### config.mk
export PLATFORM = sky130hd
export DESIGN_NAME = bus_fanout_5
export DESIGN_NICKNAME = d
export VERILOG_FILES = /design/src/rtl/bus_fanout_5_pkg.sv /design/src/rtl/bus_fanout_5_dest_slot.sv /design/src/rtl/bus_fanout_5.sv
export SDC_FILE = /design/constraint.sdc
export NUM_CORES = 1
export LEC_CHECK = 0
export CELL_PAD_IN_SITES_DETAIL_PLACEMENT = 1
export CELL_PAD_IN_SITES_GLOBAL_PLACEMENT = 1
export CORE_UTILIZATION = 30
export CTS_CLUSTER_DIAMETER = 120
export CTS_CLUSTER_SIZE = 30
export DETAILED_ROUTE_END_ITERATION = 10
export PLACE_DENSITY = 0.79
export SLEW_MARGIN = 5
export SYNTH_ARGS = -nofsm -noshare
export SYNTH_HDL_FRONTEND = slang
export SYNTH_HIERARCHICAL = 1
export SYNTH_SLANG_ARGS = --single-unit
### constraint.sdc
create_clock -name clock -period 1.8 [get_ports clock]
set_input_delay 0.54 -clock clock [delete_from_list [all_inputs] [get_ports clock]]
set_output_delay 0.54 -clock clock [all_outputs]
set_load 0.02 [all_outputs]
### src/rtl/bus_fanout_5_pkg.sv
// bus_fanout_5_pkg: destination count, FSM state encoding and reset values shared by the fanout block
package bus_fanout_5_pkg;
  localparam int NR_OF_DEST = 5;
  typedef enum logic {IDLE = 1'b0, DELIVER = 1'b1} state_t;
  localparam logic [31:0] DATA_RST = '0;
  localparam logic [NR_OF_DEST-1:0] PENDING_RST = '0;
endpackage

### src/rtl/bus_fanout_5_dest_slot.sv
// fanout_dest_slot: one destination's pending bit; load sets it, valid&ready clears it; ports clock, reset, load, ready -> valid
module fanout_dest_slot #(
  parameter logic RST = 1'b0
) (
  input  logic clock,
  input  logic reset,
  input  logic load,
  input  logic ready,
  output logic valid
);
  always_ff @(posedge clock or posedge reset)
    if (reset) valid <= RST;
    else valid <= load | (valid & ~ready);
endmodule

### src/rtl/bus_fanout_5.sv
// bus_fanout_5: latches one bus word and delivers it to a masked subset of 5 valid/ready destinations; in_* source side, out_* destination side, busy/dropped status
module bus_fanout_5
  import bus_fanout_5_pkg::*;
#(
  parameter int NrOfBits = 32,
  parameter int NrOfDest = NR_OF_DEST
) (
  input  logic                clock,
  input  logic                reset,
  input  logic [NrOfBits-1:0] in_data,
  input  logic [NrOfDest-1:0] in_dest,
  input  logic                in_valid,
  output logic                in_ready,
  output logic [NrOfBits-1:0] out_data,
  output logic [NrOfDest-1:0] out_valid,
  input  logic [NrOfDest-1:0] out_ready,
  output logic                busy,
  output logic                dropped
);
  state_t state;
  logic accept;
  logic [NrOfDest-1:0] load;
  logic [NrOfDest-1:0] remain;
  always_comb begin
    in_ready = state == IDLE;
    busy = state == DELIVER;
    accept = in_valid & in_ready;
    load = accept ? in_dest : '0;
    remain = out_valid & ~out_ready;
  end
  for (genvar i = 0; i < NrOfDest; i++) begin : g_slot
    fanout_dest_slot #(.RST(PENDING_RST[i])) u_slot (
      .clock(clock),
      .reset(reset),
      .load (load[i]),
      .ready(out_ready[i]),
      .valid(out_valid[i])
    );
  end
  always_ff @(posedge clock or posedge reset)
    if (reset) begin
      state <= IDLE;
      out_data <= NrOfBits'(DATA_RST);
      dropped <= 1'b0;
    end else begin
      dropped <= accept & ~|in_dest;
      if (accept & |in_dest) begin
        out_data <= in_data;
        state <= DELIVER;
      end else if (busy & ~|remain) state <= IDLE;
    end
endmodule
==> results.toml <==
# synthesis and place-and-route metrics
[final_timing]
setup-violations-final = 0
tns_ns = 0
period_needed_ns = 1.762
fin_skew_ns = 0.006548
relSlewSlack_pct = 74.58
whs_ns = 0.5053

[floorplanning]
die_h_um = 75.32

[synthesis]
synth_seq_share_pct = 60.51
ys_sh_adder_pct = 0
aoi_share_pct = 5.508
ys_area_um2 = 1613

[outcome]
status = "complete, no violations"

[cts]
htreeDepth = 2
ctsLongestPathBuffers = 2
cts_tree = "built"

[cells_and_area]
diodes = 0
lay_top_count = "clkdlybuf4s50_1"

[detailed_routing]
vias_per_cell = 4.425
ant_nets = 0

[job]
cap_viol_max_count = 0

[min_path]
whs_path_depth = 1

[worst_setup_path]
ff2ff_setup_slack_ns = 0.35
crit_end = "out_data[17]$_DFFE_PP0P_"
[per-layer routing]
| metal | vias to the layer above | GRT usage [%] | wire length (µm) |
|---|---|---|---|
| met5 | - | 0 | 0 |
| met4 | 0 | 7.202 | 81 |
| met3 | 6 | 4.762 | 228 |
| met2 | 46 | 30.95 | 2374 |
| met1 | 607 | 17.26 | 1583 |
| li1 | 558 | - | - |
[state kept, by name, summed over array words and instances (netlist names)]
| signal | flops |
|---|---|
| g_slot.u_slot/valid | 5 |
| busy | 1 |
| out_data | 32 |
| dropped | 1 |
[cell type report]
type	instances	area [µm²]	share of cell area, %
tap	70	87.58	3.273
timing repair buffer	89	892.1	33.33
inverter	17	63.81	2.384
clock buffer	6	82.58	3.086
clock inverter	2	35.03	1.309
sequential	39	975.9	36.47
multi-input combinational	52	539.3	20.15
Routed metal per tile:
The bar under the picture is 20 µm long. The die is cut into 15 by 15 equal tiles; dark purple is low, yellow is high, scaled to the fullest tile. Values are wire area over tile area, all layers added.
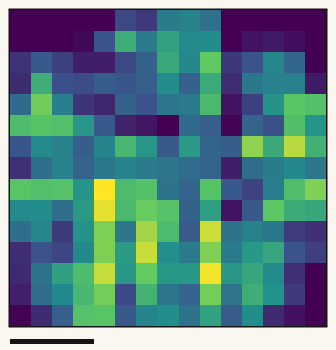
fullest tile	0.30
nearly empty tiles	9.8%
mean over tiles	0.12
DR WL/cell: 15.52 µm
Routed WL: 4268 µm
GRT Total Usage: 16.58%
via count: 1217

Nets reached from selected ports:
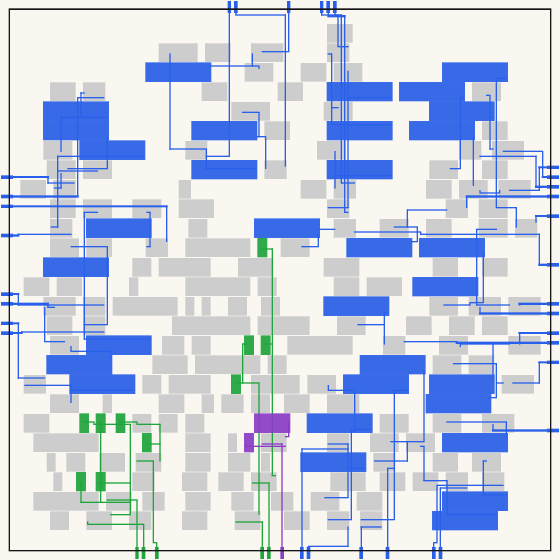
port	colour	bits	direction	end cells	buffers	wire
in_valid	purple	1	input	2	1	25.6 µm
out_ready	green	5	input	10	5	179 µm
out_data	blue	32	output	32	32	974 µm
IO Port Bufs: 84
IO Pins: 85

Placement by cell class:
The bar under the picture is 20 µm long.
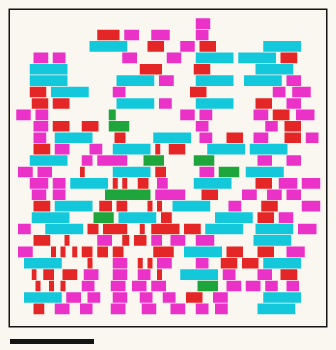
class	colour	cells	share of their area
combinational and other logic	red	69	23%
other buffers and delay cells	magenta	89	34%
flops	cyan	39	38%
clock drivers and dummy loads	green	8	4.5%
design area: 2676 µm²
area of the core: 5140 µm²
flop share of the area: 36.47%
row cnt: 26
final core utilization: 52.07%

Congestion heat map:
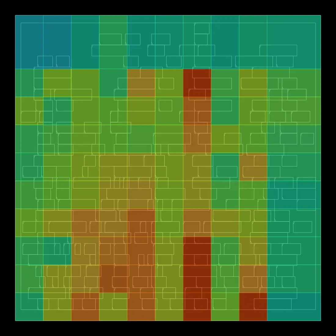
global route hottest layer: met2
met1 Use GR: 17.26%
met3 GRT Util: 4.762%
M2 GR Usage: 30.95%

Cells by drive strength:
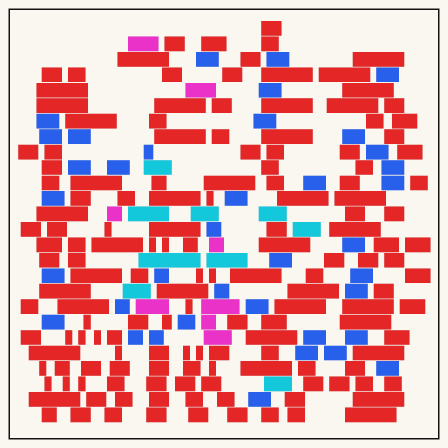
size	colour	cells
_2 cells	blue	38
_0 and _1 cells	red	150
_3 and _4 cells	magenta	8
_6 and larger	cyan	9
setup slack after layout: 0.03787 ns
Non-clk bufs: 89

